$ cat config.mk
export PLATFORM = sky130hd
export DESIGN_NAME = matrix_scan_controller
export DESIGN_NICKNAME = d
export VERILOG_FILES = /design/src/rtl/matrix_pkg.sv /design/src/rtl/matrix_image_buffer.sv /design/src/rtl/matrix_scan_controller.sv
export SDC_FILE = /design/constraint.sdc
export NUM_CORES = 1
export LEC_CHECK = 0
export ABC_AREA = 1
export CORE_MARGIN = 2
export CORE_UTILIZATION = 47
export DETAILED_ROUTE_END_ITERATION = 12
export GPL_TIMING_DRIVEN = 0
export PLACE_DENSITY_LB_ADDON = 0.08
export RECOVER_POWER = 25
export SKIP_LAST_GASP = 1
export SLEW_MARGIN = 25
export SYNTH_ARGS = -nofsm -noshare
export SYNTH_HDL_FRONTEND = slang
export SYNTH_SLANG_ARGS = --single-unit
$ cat constraint.sdc
create_clock -name clock -period 1.58 [get_ports clock]
set_input_delay 0.158 -clock clock [delete_from_list [all_inputs] [get_ports clock]]
set_output_delay 0.158 -clock clock [all_outputs]
set_load 0.05 [all_outputs]
$ cat src/rtl/matrix_pkg.sv
// Shared types and constants for the 5x7 LED matrix scan sequencer.
package matrix_pkg;

    localparam int unsigned COL_W      = 7;
    localparam int unsigned RING_W     = 3;
    localparam int unsigned NUM_PHASES = 3;
    localparam int unsigned PHASE_W    = 2;

    typedef logic [COL_W-1:0]   col_bits_t;
    typedef logic [RING_W-1:0]  ring_t;
    typedef logic [PHASE_W-1:0] phase_t;

    localparam ring_t RING_IDLE = 3'b000;

    typedef enum logic [1:0] {
        IDLE  = 2'd0,
        BLANK = 2'd1,
        SHOW  = 2'd2
    } scan_state_t;

    // One full image: bitmaps for the three column groups.
    typedef struct packed {
        col_bits_t col2;
        col_bits_t col1;
        col_bits_t col0;
    } image_t;

    // One-hot column-phase select for a given phase index.
    function automatic ring_t phase_ring(input phase_t p);
        return ring_t'(3'b001 << p);
    endfunction

endpackage

$ cat src/rtl/matrix_image_buffer.sv
// Pending/active image registers with valid/ready intake and boundary load.
module matrix_image_buffer
    import matrix_pkg::*;
(
    input  logic   clock,
    input  logic   reset,
    input  logic   img_valid,
    output logic   img_ready,
    input  image_t img_in,
    input  logic   load_en,
    output image_t active
);

    image_t pending_q, pending_d;
    image_t active_q, active_d;
    logic   pending_full_q, pending_full_d;

    // Boundary load drains pending first; intake only fills an empty slot.
    always_comb begin
        pending_d      = pending_q;
        active_d       = active_q;
        pending_full_d = pending_full_q;
        if (load_en && pending_full_q) begin
            active_d       = pending_q;
            pending_full_d = 1'b0;
        end
        if (img_valid && !pending_full_q) begin
            pending_d      = img_in;
            pending_full_d = 1'b1;
        end
    end

    // Image state registers.
    always_ff @(posedge clock or posedge reset) begin
        if (reset) begin
            pending_q      <= '0;
            active_q       <= '0;
            pending_full_q <= 1'b0;
        end else begin
            pending_q      <= pending_d;
            active_q       <= active_d;
            pending_full_q <= pending_full_d;
        end
    end

    assign img_ready = !pending_full_q;
    assign active    = active_q;

endmodule

$ cat src/rtl/matrix_scan_controller.sv
// Column-phase sequencer for the 5x7 LED matrix with blanking and tear-free image swap.
module matrix_scan_controller
    import matrix_pkg::*;
#(
    parameter int unsigned DWELL_CYCLES = 1000,
    parameter int unsigned BLANK_CYCLES = 16,
    parameter int unsigned CNT_W =
        $clog2(((DWELL_CYCLES > BLANK_CYCLES) ? DWELL_CYCLES : BLANK_CYCLES) + 1)
) (
    input  logic      clock,
    input  logic      reset,
    input  logic      enable,
    input  logic      img_valid,
    output logic      img_ready,
    input  col_bits_t img_col2,
    input  col_bits_t img_col1,
    input  col_bits_t img_col0,
    output ring_t     ring_counter,
    output col_bits_t col_2,
    output col_bits_t col_1,
    output col_bits_t col_0,
    output logic      frame_done
);

    localparam logic [CNT_W-1:0] DWELL_LAST = CNT_W'(DWELL_CYCLES - 1);
    localparam logic [CNT_W-1:0] BLANK_LAST = CNT_W'(BLANK_CYCLES - 1);
    localparam phase_t           PHASE_LAST = PHASE_W'(NUM_PHASES - 1);

    scan_state_t      state_q, state_d;
    phase_t           phase_q, phase_d;
    logic [CNT_W-1:0] cnt_q, cnt_d;
    ring_t            ring_q, ring_d;
    logic             frame_done_q, frame_done_d;
    logic             load_c;
    image_t           active;

    // Next-state, counters, and look-ahead of the registered outputs.
    always_comb begin
        state_d = state_q;
        phase_d = phase_q;
        cnt_d   = cnt_q;
        load_c  = 1'b0;
        if (!enable) begin
            state_d = IDLE;
            phase_d = '0;
            cnt_d   = '0;
        end else begin
            case (state_q)
                IDLE: begin
                    load_c  = 1'b1;
                    state_d = BLANK;
                    phase_d = '0;
                    cnt_d   = '0;
                end
                BLANK: begin
                    if (cnt_q == BLANK_LAST) begin
                        state_d = SHOW;
                        cnt_d   = '0;
                    end else begin
                        cnt_d = cnt_q + CNT_W'(1);
                    end
                end
                SHOW: begin
                    if (cnt_q == DWELL_LAST) begin
                        state_d = BLANK;
                        cnt_d   = '0;
                        if (phase_q == PHASE_LAST) begin
                            phase_d = '0;
                            load_c  = 1'b1;
                        end else begin
                            phase_d = phase_q + PHASE_W'(1);
                        end
                    end else begin
                        cnt_d = cnt_q + CNT_W'(1);
                    end
                end
                default: begin
                    state_d = IDLE;
                    phase_d = '0;
                    cnt_d   = '0;
                end
            endcase
        end
        ring_d       = (state_d == SHOW) ? phase_ring(phase_d) : RING_IDLE;
        frame_done_d = (state_d == SHOW) && (phase_d == PHASE_LAST) && (cnt_d == DWELL_LAST);
    end

    // Sequencer state and output registers.
    always_ff @(posedge clock or posedge reset) begin
        if (reset) begin
            state_q      <= IDLE;
            phase_q      <= '0;
            cnt_q        <= '0;
            ring_q       <= RING_IDLE;
            frame_done_q <= 1'b0;
        end else begin
            state_q      <= state_d;
            phase_q      <= phase_d;
            cnt_q        <= cnt_d;
            ring_q       <= ring_d;
            frame_done_q <= frame_done_d;
        end
    end

    matrix_image_buffer u_buf (
        .clock     (clock),
        .reset     (reset),
        .img_valid (img_valid),
        .img_ready (img_ready),
        .img_in    ({img_col2, img_col1, img_col0}),
        .load_en   (load_c),
        .active    (active)
    );

    assign ring_counter = ring_q;
    assign frame_done   = frame_done_q;
    assign col_2        = active.col2;
    assign col_1        = active.col1;
    assign col_0        = active.col0;

endmodule

Figure 1. Placed standard cells (run 1).
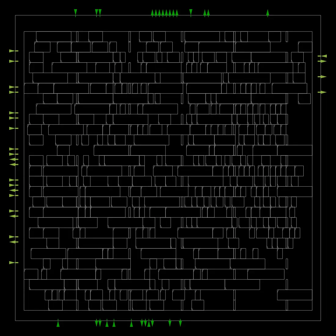
fill cell count: 499
Seq cells: 61

Figure 2. Met3 routing (run 1).
Scale bar: 20 µm. Cells faint in the background.
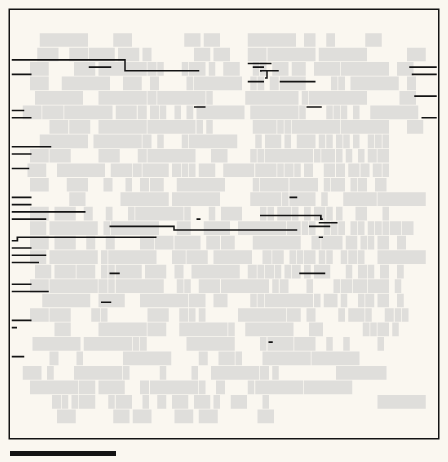
main direction: horizontal
longest straight run: 26.0 µm
final routed wirelength across all metal layers: 5880 µm
met3 global-route usage: 4.72%
count of vias placed by the detailed router: 2226

==> summary.txt, run 1 <==
Implementation numbers.

- The run finished with clean final reports.
- The worst setup path is launched from a flop.
- The total of buffers placed on input and output ports is 50.
- The first global-routing pass estimated 9800 µm of wire.
- In this run, synthesis inferred 0 flip-flops with an integrated enable.
- The top logic cell by instance count in the layout is sky130_fd_sc_hd__nand2_1.
- The required time at the endpoint of the critical path is 1.85 ns.
- The combinational cell fraction of total power is 33.6%.
- The yosys synthesis chip area is 2750 µm².
- After Yosys synthesis, AND-OR and OR-AND compound gates account for 3.74% of the synthesized area.
- The post-route DRC violation count is 0.
- The count of standard-cell rows is 27.
- The clock network takes up 5.10% of total cell area after layout.
- Per the area breakdown, the dominant cell category is sequential cells.
- The worst setup timing slack at the placement stage is -0.292 ns.
- Setup repair after global routing could not meet its margin everywhere.
- The power report puts the leakage power at 1.91 nW.
- The number of multi-input combinational cells in the layout is 197.
- The multiplexer share of the synthesized area is 6.56%.
- For reference, the top cells by count after synthesis are sky130_fd_sc_hd__nand2_1 (76), sky130_fd_sc_hd__dfrtp_1 (61), sky130_fd_sc_hd__nor2_1 (39), sky130_fd_sc_hd__nand3_1 (32), sky130_fd_sc_hd__inv_1 (30).
- Ranking logic cells in the layout by count gives the top entries sky130_fd_sc_hd__nand2_1 (70), sky130_fd_sc_hd__dfrtp_1 (60), sky130_fd_sc_hd__nor2_1 (32).
- A synthesized cell averages 9.19 µm².
- The number of gates on the worst path with buffers counted is 12.
- The maximum clock path buffer count is 2.
- The flip-flop and latch area is 1530 µm².
- The root buffer selected by CTS is sky130_fd_sc_hd__clkbuf_8.
- The register bit count reported by yosys is 61.
- In this run the cell area measured after placement is 3390 µm².
- The final report gives the standard cell area, fillers excluded, as 3750 µm².
- In this run the vertical extent of the chip is 80.4 µm.
- The total number of clock tree sinks is 61.
- The synthesis report lists the Yosys warning total as 0.
- Hold is met by 0.304 ns.
- The post-cts gate resize count is 38.
- The number of search-and-repair iterations in the first detailed-routing pass is 4.
- The layout has 11 clock buffers.
- The most frequent cell on the critical path is sky130_fd_sc_hd__nor2_1.
- The power dissipated by switching net loads is 2.02 mW.
Figure 3. Met2 routing (run 1).
Cells faint in the background.
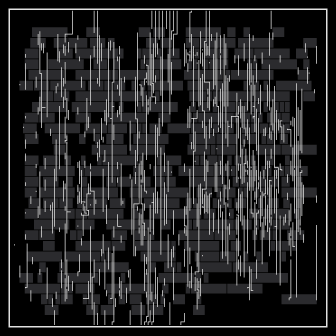
nets with wire on the layer: 334
share of all routed wire: 50%
main direction: vertical
longest straight run: 54.4 µm
wire length on this layer: 2920 µm
routing usage on met2: 33.4%

==> run 2: changes to the inputs <==
Settings changed: ABC_AREA 1 to default, GPL_ROUTABILITY_DRIVEN from default to 1.
Figure 4. Placed standard cells (run 2).
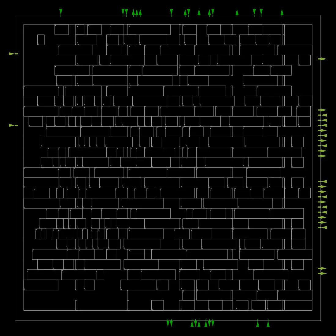
end-of-flow core utilization: 71.2%
# rows: 28

==> summary.txt, run 2 <==
Implementation numbers.

- On met2, the global router reports a usage of 32.1%.
- The critical path in this run is classified as reg2reg.
- The average instance in the mapped netlist occupies 13.3 µm².
- Per the finish-stage timing summary, setup violations number 37.
- The area taken by sequential standard cells is reported as 1530 µm².
- The post-synthesis compound-gate area fraction is 6.80%.
- In this run the clock root is driven by a sky130_fd_sc_hd__clkbuf_8.
- The met3 track utilization from global routing is 6.89%.
- The post-synthesis sequential area ratio is 54.2%.
- The final report lists a non-filler cell total of 382.
- In this run, post-CTS hold repair placed 0 buffers.
- The final reports fail on setup timing.
- Multi-input combinational cells in the finished layout were counted as 136.
- The warning count from the yosys run is 0.
- The kind of start point of the critical path is a flop.
- The worst setup timing slack at the placement stage is -0.463 ns.
- Ranked by instance count, the synthesized netlist is headed by sky130_fd_sc_hd__dfrtp_1 (61), sky130_fd_sc_hd__mux2_2 (21), sky130_fd_sc_hd__mux2_4 (19), sky130_fd_sc_hd__nor2_1 (16), sky130_fd_sc_hd__nand2_1 (10).
- The DRC violation total left in the routed layout is recorded as 0.
- The maximum clock path buffer count is 2.
- The final sequential cell count is 61.
- Per the cell usage report, the commonest logic cells after layout are sky130_fd_sc_hd__dfrtp_1 (57), sky130_fd_sc_hd__dlygate4sd2_1 (26), sky130_fd_sc_hd__clkdlybuf4s50_1 (23).
- The multiplexer share of the synthesized area is 19.7%.
- Setup repair after global routing could not meet its margin everywhere.
- Clock buffers in the final layout number 10.
- The post-synthesis share of cell area spent on xor and xnor gates is 2.49%.
- The dominant kind of cell is sequential cells.
- The worst register-to-register path has a depth of 7.
- The worst hold margin is 0.300 ns.
- The STA report counts the stages on the worst setup path as 7.
- The vertical extent of the die is 81.4 µm.
- The fraction of synthesis flops using an asynchronous set or reset pin is 100%.
- The critical path endpoint has a required time of 1.81 ns.
- The layout filler cell count is 396.
- The worst setup margin is -0.367 ns.
- The number of search-and-repair iterations in the first detailed-routing pass is 4.
- As logged by OpenROAD, the buffers inserted on ports number 50.
- The clock transition at the register clock pins on the worst setup and hold paths after CTS is 0.07 ns.
- The flow ran to the end, but the final reports show violations.
- Summing all non-filler instances in the final layout gives an area of 4170 µm².
- The post-synth count of flops with an enable pin is 0.
- The post-cts gate resize count is 51.
- The post-placement cell area is 3490 µm².
- The top logic cell by instance count in the layout is sky130_fd_sc_hd__dfrtp_1.
- The combinational cell fraction of total power is 37.3%.
- The total number of clock tree sinks is 61.
- The post-synth register bit count is 61.
- The leakage power is 1.79 nW.
- The first-pass GRT wire length is 9820 µm.
- The yosys synthesis chip area is 2820 µm².
- The non-clock inverters instantiated in the layout total 8.
Figure 5. Met1 routing (run 2).
Scale bar: 20 µm. Cells faint in the background.
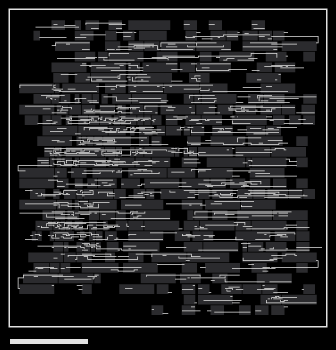
longest straight run: 24.8 µm
wire length on this layer: 2640 µm
final routed wirelength across all metal layers: 6200 µm
count of vias placed by the detailed router: 1983
met1 track demand over resource in global routing: 25.7%

==> run 3: changes to the inputs <==
Settings changed: CAP_MARGIN from default to 20.
Figure 6. Met1 routing (run 3).
Scale bar: 20 µm. Cells faint in the background.
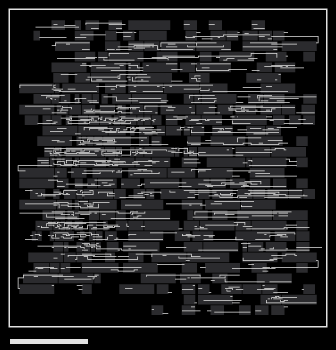
wire length on this layer: 2640 µm
main direction: horizontal
longest straight run: 24.8 µm

==> summary.txt, run 3 <==
Implementation numbers.

- The flow ran to the end, but the final reports show violations.
- The worst setup timing slack at the placement stage is -0.463 ns.
- The count of placed standard cells in the final layout, fillers left out is 382.
- The count of standard-cell rows is 28.
- The final reports fail on setup timing.
- The mean instance size in the synthesized netlist is 13.3 µm².
- For this block, the routed nets add up to 6200 µm of wire.
- Looking at the area split, the leading class of cells is sequential cells.
- The post-synth tally of flip-flops with integrated enable is 0.
- The final-report setup violation count is 37.
- After synthesis, flip-flops and latches occupy 54.2% of the total area.
- The yosys synthesis chip area is 2820 µm².
- The combinational cell fraction of total power is 37.3%.
- The warning count from the yosys run is 0.
- The required time at the endpoint of the critical path is 1.81 ns.
- By instance count after routing, the leading logic cell types are sky130_fd_sc_hd__dfrtp_1 (57), sky130_fd_sc_hd__dlygate4sd2_1 (26), sky130_fd_sc_hd__clkdlybuf4s50_1 (23).
- The routing usage on met1 is 25.7%.
- No sink is reached through more buffers than the 2 on the longest clock path.
- The post-placement cell area is 3490 µm².
- The worst hold margin is 0.300 ns.
- The final instance area is 4170 µm².
- The synthesis stat section lists a flop and latch total of 61.
- The worst setup margin is -0.367 ns.
- The cell-mix breakdown from Yosys lists the XOR/XNOR area share as 2.49%.
- The number of gates on the worst path with buffers counted is 7.
- The path type of the worst setup path is reg2reg.
- The kind of start point of the critical path is a flop.
- The total of buffers placed on input and output ports is 50.
- The most common logic cell in the final layout is sky130_fd_sc_hd__dfrtp_1.
- The worst register-to-register path has a depth of 7.
- The post-cts gate resize count is 51.
- Clock tree synthesis selected as its root buffer the cell sky130_fd_sc_hd__clkbuf_8.
- In the final layout, the clock buffer count is 10.
- The multiplexer share of the synthesized area is 19.7%.
- After clock tree synthesis, the clock-pin slew on the worst setup and hold paths is 0.07 ns.
Figure 7. Met3 routing (run 3).
Scale bar: 20 µm. Cells faint in the background.
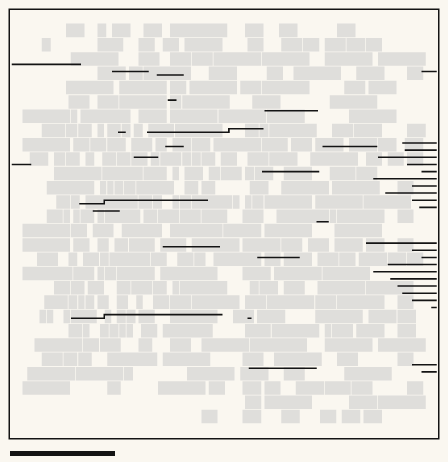
main direction: horizontal
share of all routed wire: 5.2%
nets with wire on the layer: 33
wire length on this layer: 325 µm
met3 global-route usage: 6.89%


==> gallery <==
Sequential cells grouped by signal name.
Other sequential cells in the stronger grey, the rest of the logic in the fainter grey.
shot_01.png
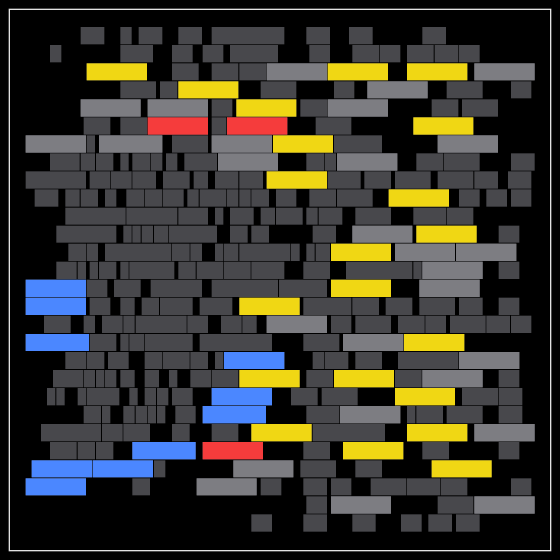
shot_02.png
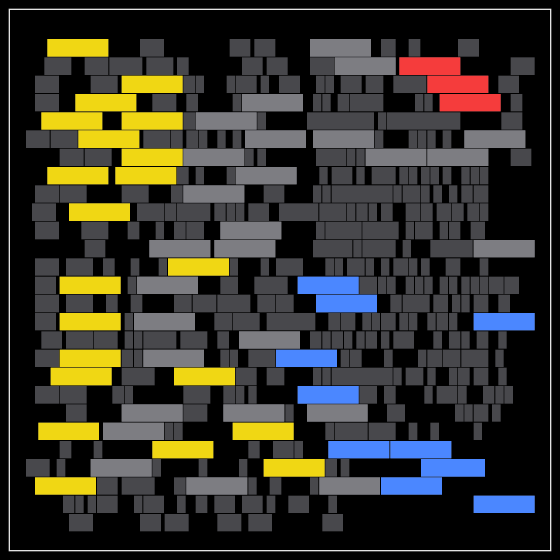
- most cells: shot_02.png
shot_01.png: run 3
shot_02.png: run 1

Key to shot_01.png:
legend:
  cnt_q:
    colour: blue
    placed_flops: 10
  u_buf.pending_q:
    colour: yellow
    placed_flops: 21
  ring_counter:
    colour: red
    placed_flops: 3
not coloured: 27

No activity file was given, so power comes from the tool's default toggle rates.
